[src/rtl/alu_input_sequencer.sv]
// Board-level sequencer: three buttons latch shared switches into operand A, operand B and the opcode,
// then the ALU result is captured one cycle later. Optional macro DEBOUNCE_EN adds per-button debounce.
module alu_input_sequencer #(
  parameter int N_BITS          = 8,
  parameter int N_OP            = 6,
  parameter int DEBOUNCE_CYCLES = 16
) (
  input  logic              clk,
  input  logic              reset,
  input  logic [N_BITS-1:0] sw,
  input  logic              btn_a,
  input  logic              btn_b,
  input  logic              btn_op,
  input  logic [N_BITS-1:0] alu_result,
  output logic [N_BITS-1:0] alu_a,
  output logic [N_BITS-1:0] alu_b,
  output logic [N_OP-1:0]   alu_op,
  output logic [N_BITS-1:0] result,
  output logic              result_valid,
  output logic [2:0]        state
);

  typedef enum logic [2:0] {
    S_A    = 3'd0,
    S_B    = 3'd1,
    S_OP   = 3'd2,
    S_EXEC = 3'd3,
    S_DONE = 3'd4
  } state_t;

  // Button vectors are ordered {op, b, a}.
  logic [2:0] btn_raw;
  logic [2:0] sync1_q, sync1_d, sync2_q, sync2_d;
  logic [2:0] level;
  logic [2:0] prev_q, prev_d, pulse_q, pulse_d;

  assign btn_raw = {btn_op, btn_b, btn_a};

`ifdef DEBOUNCE_EN
  localparam int CNT_W = $clog2(DEBOUNCE_CYCLES + 1);
  localparam logic [CNT_W-1:0] CNT_MAX = CNT_W'(DEBOUNCE_CYCLES);

  logic [2:0][CNT_W-1:0] cnt_q, cnt_d;
  logic [2:0]            deb_q, deb_d;

  // Count consecutive high samples; saturate at the threshold so a held button stays high.
  always_comb begin
    cnt_d = '0;
    deb_d = '0;
    for (int i = 0; i < 3; i++) begin
      if (sync2_q[i]) begin
        cnt_d[i] = (cnt_q[i] == CNT_MAX) ? cnt_q[i] : cnt_q[i] + 1'b1;
      end
      deb_d[i] = sync2_q[i] && (cnt_d[i] == CNT_MAX);
    end
  end

  always_ff @(posedge clk or posedge reset) begin
    if (reset) begin
      cnt_q <= '0;
      deb_q <= '0;
    end else begin
      cnt_q <= cnt_d;
      deb_q <= deb_d;
    end
  end

  assign level = deb_q;
`else
  assign level = sync2_q;
`endif

  always_comb begin
    sync1_d = btn_raw;
    sync2_d = sync1_q;
    prev_d  = level;
    pulse_d = level & ~prev_q;
  end

  // NOTE: non-blocking assignments keep every stage of the synchronizer chain a distinct flop.
  always_ff @(posedge clk or posedge reset) begin
    if (reset) begin
      sync1_q <= '0;
      sync2_q <= '0;
      prev_q  <= '0;
      pulse_q <= '0;
    end else begin
      sync1_q <= sync1_d;
      sync2_q <= sync2_d;
      prev_q  <= prev_d;
      pulse_q <= pulse_d;
    end
  end

  state_t            state_q;
  logic [N_BITS-1:0] alu_a_q, alu_b_q, result_q;
  logic [N_OP-1:0]   alu_op_q;
  logic              valid_q;

  // Priority a > b > op falls out of the if/else chains; lower pulses are simply dropped.
  always_ff @(posedge clk or posedge reset) begin
    if (reset) begin
      state_q  <= S_A;
      alu_a_q  <= '0;
      alu_b_q  <= '0;
      alu_op_q <= '0;
      result_q <= '0;
      valid_q  <= 1'b0;
    end else begin
      case (state_q)
        S_A: begin
          if (pulse_q[0]) begin
            alu_a_q <= sw;
            state_q <= S_B;
          end
        end
        S_B: begin
          if (pulse_q[0]) begin
            alu_a_q <= sw;
          end else if (pulse_q[1]) begin
            alu_b_q <= sw;
            state_q <= S_OP;
          end
        end
        S_OP: begin
          if (pulse_q[0]) begin
            alu_a_q <= sw;
          end else if (pulse_q[1]) begin
            alu_b_q <= sw;
          end else if (pulse_q[2]) begin
            alu_op_q <= sw[N_OP-1:0];
            state_q  <= S_EXEC;
          end
        end
        S_EXEC: begin
          result_q <= alu_result;
          valid_q  <= 1'b1;
          state_q  <= S_DONE;
        end
        S_DONE: begin
          if (pulse_q[0]) begin
            alu_a_q <= sw;
            valid_q <= 1'b0;
            state_q <= S_B;
          end
        end
        default: state_q <= S_A;
      endcase
    end
  end

  assign alu_a        = alu_a_q;
  assign alu_b        = alu_b_q;
  assign alu_op       = alu_op_q;
  assign result       = result_q;
  assign result_valid = valid_q;
  assign state        = state_q;

endmodule

[config.mk]
export PLATFORM = sky130hd
export DESIGN_NAME = alu_input_sequencer
export DESIGN_NICKNAME = d
export VERILOG_FILES = /design/src/rtl/alu_input_sequencer.sv
export SDC_FILE = /design/constraint.sdc
export NUM_CORES = 1
export LEC_CHECK = 0
export ABC_CLOCK_PERIOD_IN_PS = 1450
export CAP_MARGIN = 20
export CORE_MARGIN = 3
export CORE_UTILIZATION = 45
export DETAILED_ROUTE_END_ITERATION = 6
export GPL_TIMING_DRIVEN = 0
export HOLD_SLACK_MARGIN = 0.12
export PLACE_DENSITY = 0.78
export SYNTH_ARGS = -nofsm -noshare
export SYNTH_HDL_FRONTEND = slang
export SYNTH_SLANG_ARGS = --single-unit
[constraint.sdc]
create_clock -name clk -period 1.45 [get_ports clk]
set_input_delay 0.2175 -clock clk [delete_from_list [all_inputs] [get_ports clk]]
set_output_delay 0.2175 -clock clk [all_outputs]
set_load 0.02 [all_outputs]
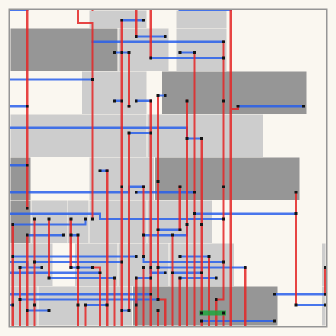
**Above:** run 1 (a small window of the routed layout).
Region (41, 41) to (61, 61) microns. Cells in gray, sequential cells in the stronger gray; small squares are vias.
[M2] red
[M3] green
[M1] blue
cells with their middle in the window: 20
netlist names of flops here include: `alu_a` (2), `alu_op` (2)
most frequent: mux2_2 (4), dfrtp_1 (4), dlygate4sd2_1 (2)
sequential cells in the window: 4

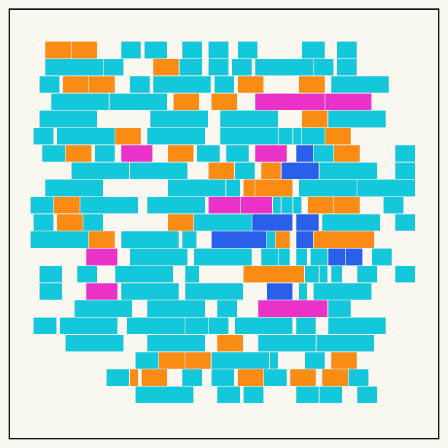
**Above:** run 1 (sizing map).
[x3 and x4] blue | cells: 9 | share: 5.2% | most used: buf_4
[x2] orange | cells: 37 | share: 22% | most used: mux2_2
[x1 and smaller] cyan | cells: 117 | share: 68% | most used: dfrtp_1
[x6 and larger] magenta | cells: 9 | share: 5.2% | most used: clkbuf_8

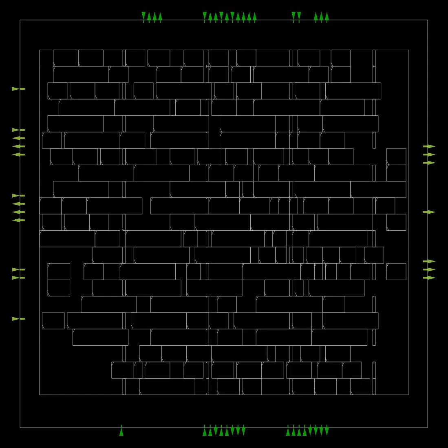
**Above:** run 1 (placed standard cells).
count of non-filler cells in the finished layout: 218
sequential share of cell area: 0.4690
final core utilization: 0.7039
fill count: 257

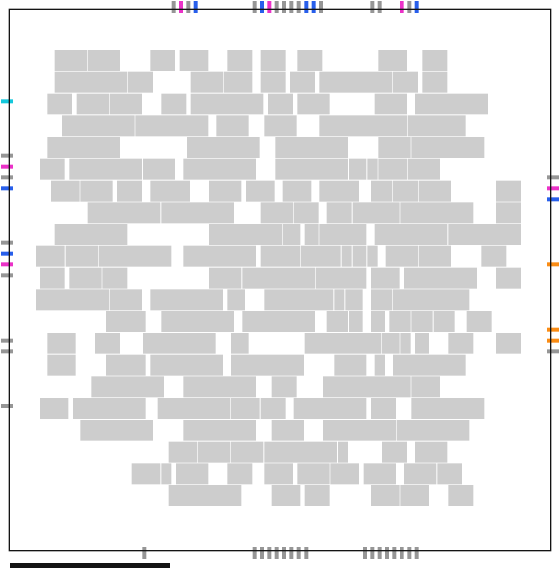
**Above:** run 1 (ports around the boundary).
Bar = 20 microns. Pins as bars across the die edge, other pins in gray.
[`alu_op`] magenta | pins: 6 | direction: output | edge: 3 top, 2 left, 1 right
[`state`] orange | pins: 3 | direction: output | edge: right
[`alu_a`] blue | pins: 8 | direction: output | edge: 5 top, 2 left, 1 right
[`clk`] cyan | pins: 1 | direction: input | edge: left

==> notes.md, run 1 <==
Results of the implementation run.

The launching instance or port of the critical path is state[1]$_DFFE_PP0P_. The multi-input gate share of total cell area came out at 0.2218. Of all the cell area in the finished design, the clock network holds 0.05799. The worst IR drop on VDD came out at around 1.2 mV. The overall overflow remaining after global route is 0.

TritonCTS built the clock tree. For reference, the placement row count at floorplan is 21. The clock transition at the register clock pins on the worst setup and hold paths after CTS came out at 0.08 ns. The endpoint required time on the critical path came out at 1.62 ns. The fraction of synthesized cell area taken by the top area cell type is 0.6760. The initial antenna violation count came out at 0. The total number of warnings across the stage logs came out at 26.

The logic gate share of total power is 0.416. The cell type that accounts for the most area after synthesis is sky130_fd_sc_hd__dfrtp_1. The total power draw is between 5 and 6 mW. The synthesized-area fraction occupied by adder cells is 0. Of the combinational cells, the family taking the most area is multiplexers. The overall global routing resource usage came out at 0.1675. Once synthesis finished, the tally of register bits stood at between 40 and 50. Wires add up to between 3000 and 4000 microns. According to the I/O placement log, the pin count is 55.

The number of clock sinks came to about 46. Counting the buffers created by CTS gives 5. TritonRoute reported its final design rule violation total as 0.

For the pin with the worst max-slew slack, the measured transition is slightly below 0.9 ns. The number of placed instances with taps included is approximately 210. The synthesized-area fraction occupied by and/or/nand/nor cells came out at 0.07494. The routed layout has 1063 vias.

The vertical die dimension reported for this design is 67.52 microns. The average routed wire per standard cell came out at ~15 microns. The maximum clock frequency came out at 709.7 MHz. Power attributed to combinational cells is between 2 and 2.5 mW. The flow ran to the end, and the final reports show no timing, DRC or antenna violations. The number of ordinary and repair buffers in the finished layout is 60. The synthesis report gives the async set-or-reset register share as 1.000. The met2 layer usage reported by global route is 0.2977. The library cell with the highest instance count after synthesis is sky130_fd_sc_hd__dfrtp_1. The commonest register cell is sky130_fd_sc_hd__dfrtp_1.

According to the hold report, the worst path is of the flip-flop to flip-flop type. The worst setup skew after layout came out at 0.006910 ns. The yosys stat cell total came out at ~110.

The category of the worst setup path capture point is a flip-flop. For this floorplan the total number of well-tap instances is 46. The sum of met3 wire segment lengths after detailed routing came out at 151 microns. The pin count of the biggest net entering global routing came out at 47.

The number of max-capacitance violations reported is 0. The maximum level of the CTS H-tree came out at 2. By instance count after routing, the leading logic cell types are 44 x sky130_fd_sc_hd__dfrtp_1, 34 x sky130_fd_sc_hd__dlygate4sd2_1, 30 x sky130_fd_sc_hd__mux2_2. The clock reaches the later pin of the worst-skew pair after 0.29 ns.

The total length of routed met2 wires came out at approximately 1900 microns. After detailed placement, the total cell area comes to 2305 sq um. The summed instance area of the synthesized netlist is 1703 sq um.

Yosys printed 0 warnings. For this block, wires on met1 add up to 1268 microns. Of the total power, the share spent switching nets is 0.3434. The area of all placed cells without fillers is 2460 sq um. The main power-consuming group is combinational cells. Of the total synthesized cell area, the portion taken by XOR and XNOR cells is 0.009552. The slowest library cell on the worst path is sky130_fd_sc_hd__dfrtp_2. The final-layout worst hold slack is around 0.36 ns. The average size of a mapped cell is ~16 sq um. For met3 alone, demand over resource in global routing was 0.05990. The power report lists cell-internal power as approximately 3.5 mW. The synthesis area per yosys came out at 1703 sq um.

The detailed-router iteration count before antenna repair came out at 3. The horizontal die size came out at around 68 microns.
## run 1: flip-flops by register name (all words and copies together), names as in the netlist
register	count
pulse_q	3
sync1_q	3
state	3
alu_a	8
level	3
prev_q	3
alu_b	8
result_valid	1
alu_op	6
result	8
## run 1: worst paths after layout
check	slack, ns	endpoint	cells after the start
worst min register to register	0.36	level[2]$_DFF_PP0_	0
min in group asynchronous	0.44	result[4]$_DFFE_PP0N_	2
max in group asynchronous	0.40	state[1]$_DFFE_PP0P_	2
worst min-delay path	0.36	level[2]$_DFF_PP0_	0
worst max-delay path	0.04	alu_a[2]$_DFFE_PP0P_	5
worst max register to register	0.04	alu_a[2]$_DFFE_PP0P_	5
## run 1: repair_timing
item                                    in CTS  in global routing
resized                                     34                  5
endpoints found under the setup margin      37                 25
buffers inserted                             0                  3
pin swaps                                    1                  1
==> run 2, diff against run 1 <==
SKIP_LAST_GASP = 1   (was unset)
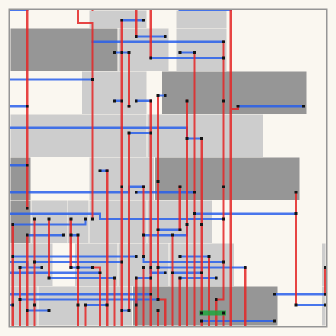
**Above:** run 2 (a small window of the routed layout).
Region (41, 41) to (61, 61) microns. Cells in gray, sequential cells in the stronger gray; small squares are vias.
[M3] green
[M1] blue
[M2] red
sequential cells in the window: 4
most frequent: mux2_2 (4), dfrtp_1 (4), dlygate4sd2_1 (2)
netlist names of flops here include: `alu_a` (2), `alu_op` (2)
cells with their middle in the window: 20

==> run 2 against run 1 <==
Effect of this change: critical path depth unchanged; via count unchanged; total power unchanged; largest cell class unchanged; largest power group unchanged.
==> notes.md, run 2 <==
Results of the implementation run.

Of all cell types, the one taking the most synthesized area is sky130_fd_sc_hd__dfrtp_1. In this run the worst setup path terminates at alu_a[2]$_DFFE_PP0P_. During I/O placement, the number of pins put on the boundary was 55. The number of filler instances in the final layout came out at 257. The synth_stat.txt file lists the number of cells as 107. The total of flip-flops plus latches after synthesis came out at between 40 and 50. The top cell types in the final layout, fill and taps aside, are 44 x sky130_fd_sc_hd__dfrtp_1, 34 x sky130_fd_sc_hd__dlygate4sd2_1, 30 x sky130_fd_sc_hd__mux2_2.

The slew at the pin with the worst max-slew slack is 0.8942 ns. The routed metal-1 wirelength is 1268 microns. Measured along the x axis, the die boundary spans 67.52 microns. The endpoint of the lowest-slack register-to-register path is alu_a[2]$_DFFE_PP0P_. The total number of warnings across the stage logs came out at 26.

Post-synth the commonest register cell is sky130_fd_sc_hd__dfrtp_1. The launching instance or port of the critical path is state[1]$_DFFE_PP0P_. The report puts the cell count of the worst reg-to-reg path at 5. The summed instance area of the synthesized netlist came out at approximately 1700 sq um. Counting flops with a built-in enable in the synthesized netlist gives 0. Including well taps, the total number of placed cells is 207. The area of all placed cells without fillers is 2460 sq um. Derived from the worst setup path, the maximum achievable clock frequency is 709.7 MHz. The cell depth of the worst hold path came out at 0.

Counting I/O delays and the setup requirement, the final critical path takes 1.409 ns. The average via count per standard cell is 4.876. Detailed placement reports a standard cell area of 2305 sq um. The final routed DRC violation total is 0. The post-cts resize count came out at 34. The maximum level of the CTS H-tree is 2. The average routed wire per standard cell is about 15 microns. The clock tree from TritonCTS is yes. The fraction of synthesized cell area taken by the top area cell type came out at 0.6760. By instance count, the leading cell after synthesis is sky130_fd_sc_hd__dfrtp_1. According to the tapcell log, the count of inserted taps is between 40 and 50. STA shows the worst min-delay path finishing at level[2]$_DFF_PP0_. The average size of a mapped cell came out at between 15 and 20 sq um. The final-layout worst hold slack came out at 0.3600 ns. The flow ran to the end, and the final reports show no timing, DRC or antenna violations. The overall overflow remaining after global route came out at 0. The proportion of cell area occupied by registers came out at 0.4690.

The register-to-register path setup slack came out at 0.04 ns. The worst IR drop on VDD came out at 1.214 mV. The pin count of the biggest net entering global routing is approximately 47.

The warning tally printed by Yosys for this design is 0. The met3 track utilization from global routing came out at 0.05990. According to the floorplan log, the row count is 21. The multi-input gate share of total cell area is 0.2218. The total power draw is about 5.4 mW.

The cell-mix breakdown from Yosys lists the adder-cell area share as 0. The number of max-capacitance violations reported is 0. The detailed-router iteration count before antenna repair is 3. The y dimension of the die is 67.52 microns.

The endpoint required time on the critical path came out at between 1.5 and 2 ns. The final layout report lists a non-clock buffer count of ~60. The total length of routed met2 wires is 1891 microns. The worst setup path is captured at a flip-flop. The initial antenna violation count is 0. The clock network latency to the later pin of the worst-skew pair is 0.29 ns. The count of clock tree sinks came out at between 40 and 50. The stat command in Yosys gives a chip area of 1703 sq um. The number of buffers created by CTS came out at 5. Among the non-sequential cells, multiplexers take the most area. The switching fraction of total power is 0.3434.

In the power breakdown, the internal column shows 3.523 mW. Looking at the post-CTS report, the setup buffer insertion count equals 0.
run 2: cell counts after synthesis:
No cell type changed its count.
run 2: power by group through the flow:
stage               sequential (mW)  clock [mW]  combinational, mW
detailed placement             2.04           0               2.46
global placement               1.99           0               2.41
CTS                            2.00        1.15               2.16
finish                         2.00        1.13               2.23
global route                   2.06        1.21               2.40
floorplan                      2.56           0              0.784
run 2: critical path, stage by stage (launching register included):
cell and delay (ns):
sky130_fd_sc_hd__dfrtp_2 0.40, sky130_fd_sc_hd__buf_4 0.17, sky130_fd_sc_hd__nor2_1 0.22, sky130_fd_sc_hd__o21ai_4 0.09, sky130_fd_sc_hd__buf_12 0.14, sky130_fd_sc_hd__mux2_2 0.27
**Run 2: ports around the boundary**

Bar = 20 microns. Pins as bars across the die edge, other pins in gray.
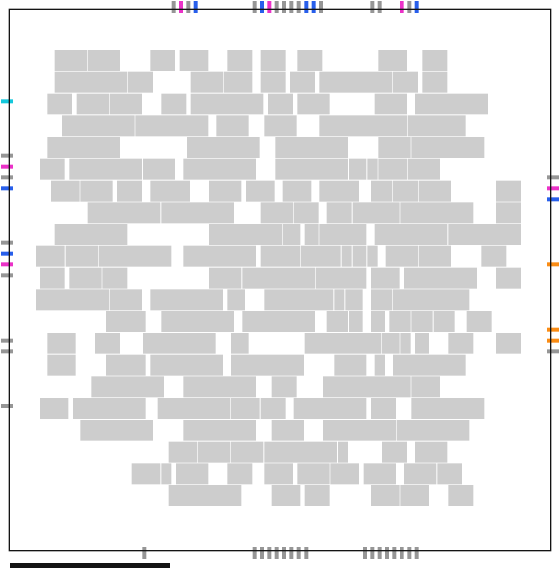

==> run 3, diff against run 2 <==
ABC_CLOCK_PERIOD_IN_PS = 1360   (was 1450)
clock period = 1.36 ns   (was 1.45 ns; I/O delays follow)
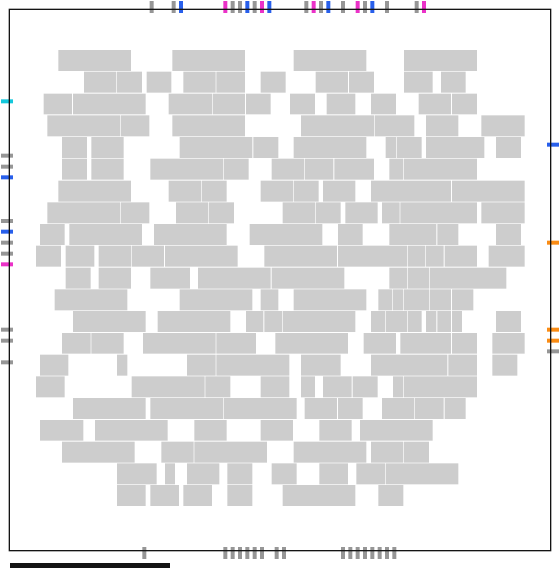
**Above:** run 3 (ports around the boundary).
Bar = 20 microns. Pins as bars across the die edge, other pins in gray.
[`alu_a`] blue | pins: 8 | direction: output | edge: 5 top, 2 left, 1 right
[`clk`] cyan | pins: 1 | direction: input | edge: left
[`state`] orange | pins: 3 | direction: output | edge: right
[`alu_op`] magenta | pins: 6 | direction: output | edge: 5 top, 1 left
all pins by edge: 21 top, 17 bottom, 12 left, 5 right

==> run 3 against run 2 <==
Effect of this change: critical endpoint is now alu_a[6]$_DFFE_PP0P_; count of clock-buffer cells in the layout increased by 1; synthesized cell count unchanged; non-clock buffer count increased by 3; routed wire length increased by 4.3%; the flow now finishes with violations (setup timing); fmax increased by 2.3%; critical path depth unchanged.
==> notes.md, run 3 <==
Results of the implementation run.

The flow ran to the end, but the final reports show violations. The checks that failed: setup timing. After layout, the setup clock skew is reported as 0.004285 ns. According to the timing report, the critical path is captured at alu_a[6]$_DFFE_PP0P_.

The average via count per standard cell is 4.928. The logic gate share of total power came out at 0.468. The y dimension of the die came out at 67.52 microns. TritonCTS built the clock tree. The proportion of register bits with asynchronous set or reset after synthesis is 1.000. The maximum single-stage delay on the critical path came out at 0.41 ns.

The worst IR drop on VDD is 1.140 mV. The initial antenna violation count is 0. The timing report gives the clock slew at the launch and capture registers of the worst setup and hold paths as 0.08 ns. The detailed-router iteration count before antenna repair came out at 4. The number of max-capacitance violations reported came out at 0. The register-to-register path setup slack came out at -0.02 ns. The worst register-to-register path depth is 5.

The number of top-level design ports came out at 55. The timing report lists the critical path depth as 5 cells. In this run, CTS created clock tree buffers numbering 5. Looking at the cell usage after synthesis, the top flip-flop cell is sky130_fd_sc_hd__dfrtp_1. The overall global routing resource usage is 0.1750. Per the detailed-route log, wirelength across all metal layers totals 3481 microns.

The total number of warnings across the stage logs came out at 29. The total combinational power is 2.60 mW. The script computed the net switching share of total power as 0.3636. The buffers plus inverters on the worst setup path is 2.

The synthesized-area fraction occupied by and/or/nand/nor cells came out at 0.07494. The slew at the pin with the worst max-slew slack is 0.9106 ns. Of the total synthesized cell area, the portion taken by full adders, half adders and majority gates is 0. The final cell count without fillers is 221. Counting I/O delays and the setup requirement, the final critical path takes 1.377 ns. The critical path goes through buf_6 > a21oi_2 > o21ai_4 > buf_12 > mux2_4. The internal portion of the total power is 3.532 mW. The pin count of the biggest net entering global routing came out at 47. The clock network latency to the later pin of the worst-skew pair came out at 0.29 ns. After global routing the overflow that remains totals 0.

The largest non-sequential cell family by area is multiplexers. The clock-net power came out at 819 uW. The class of the tightest hold or removal check is primary input to flip-flop. The number of filler instances in the final layout is 262.

The final setup violation count is 10. In the layout the commonest cells are 43 x sky130_fd_sc_hd__dfrtp_1, 34 x sky130_fd_sc_hd__dlygate4sd2_1, 27 x sky130_fd_sc_hd__mux2_2. The total of flip-flops plus latches after synthesis came out at 46. The count of synthesis-stage warnings from yosys came out at 0. Of the post-synthesis cell area, the dominant cell type holds 0.6760. Per STA, the startpoint of the critical path is state[1]$_DFFE_PP0P_. The area of all placed cells without fillers came out at roughly 2500 sq um. The worst hold path terminates at sync1_q[2]$_DFF_PP0_.

Grouping stages by cell kind, the critical path spends the most delay in flip-flops. For reference, the placement row count at floorplan is 21. The final routed DRC violation total came out at 0.

After layout, the worst setup slack is -0.01687 ns. The final core utilization is 0.7100. The number of cells reported by Yosys stat comes to 107. The routed design shows a wire length per standard cell of 15.75 microns.

The average size of a mapped cell is 15.91 sq um. The synthesis area per yosys came out at roughly 1700 sq um. The endpoint of the lowest-slack register-to-register path is alu_a[6]$_DFFE_PP0P_. The endpoint required time on the critical path came out at around 1.5 ns. The H-tree was split into 2 levels.

The library cell with the highest instance count after synthesis is sky130_fd_sc_hd__dfrtp_1. The final-layout worst hold slack is approximately 0.35 ns. The maximum clock frequency came out at 726.3 MHz.
==> run 3: layout make-up <==
class | count | area [sq um] | share of cell area
clock buffers | 7 | 86.33 | 0.03480
flip-flops and latches | 46 | 1155 | 0.4655
inverters | 2 | 7.507 | 0.003026
repair buffers | 60 | 560.5 | 0.2259
multi-input cells | 56 | 578.1 | 0.2330
plain buffers | 3 | 31.28 | 0.01261
well taps | 46 | 57.56 | 0.02320
clock inverters | 1 | 5.005 | 0.002017
==> run 3: layer usage <==
layer  track usage  up-vias  share of wire
met5             0        -              0
met4       0.09114        0          0.015
met3       0.04326        4          0.041
met2        0.3123       26           0.59
met1        0.1897      562           0.35
li1              -      497              -
No activity file was given, so power comes from the tool's default toggle rates.
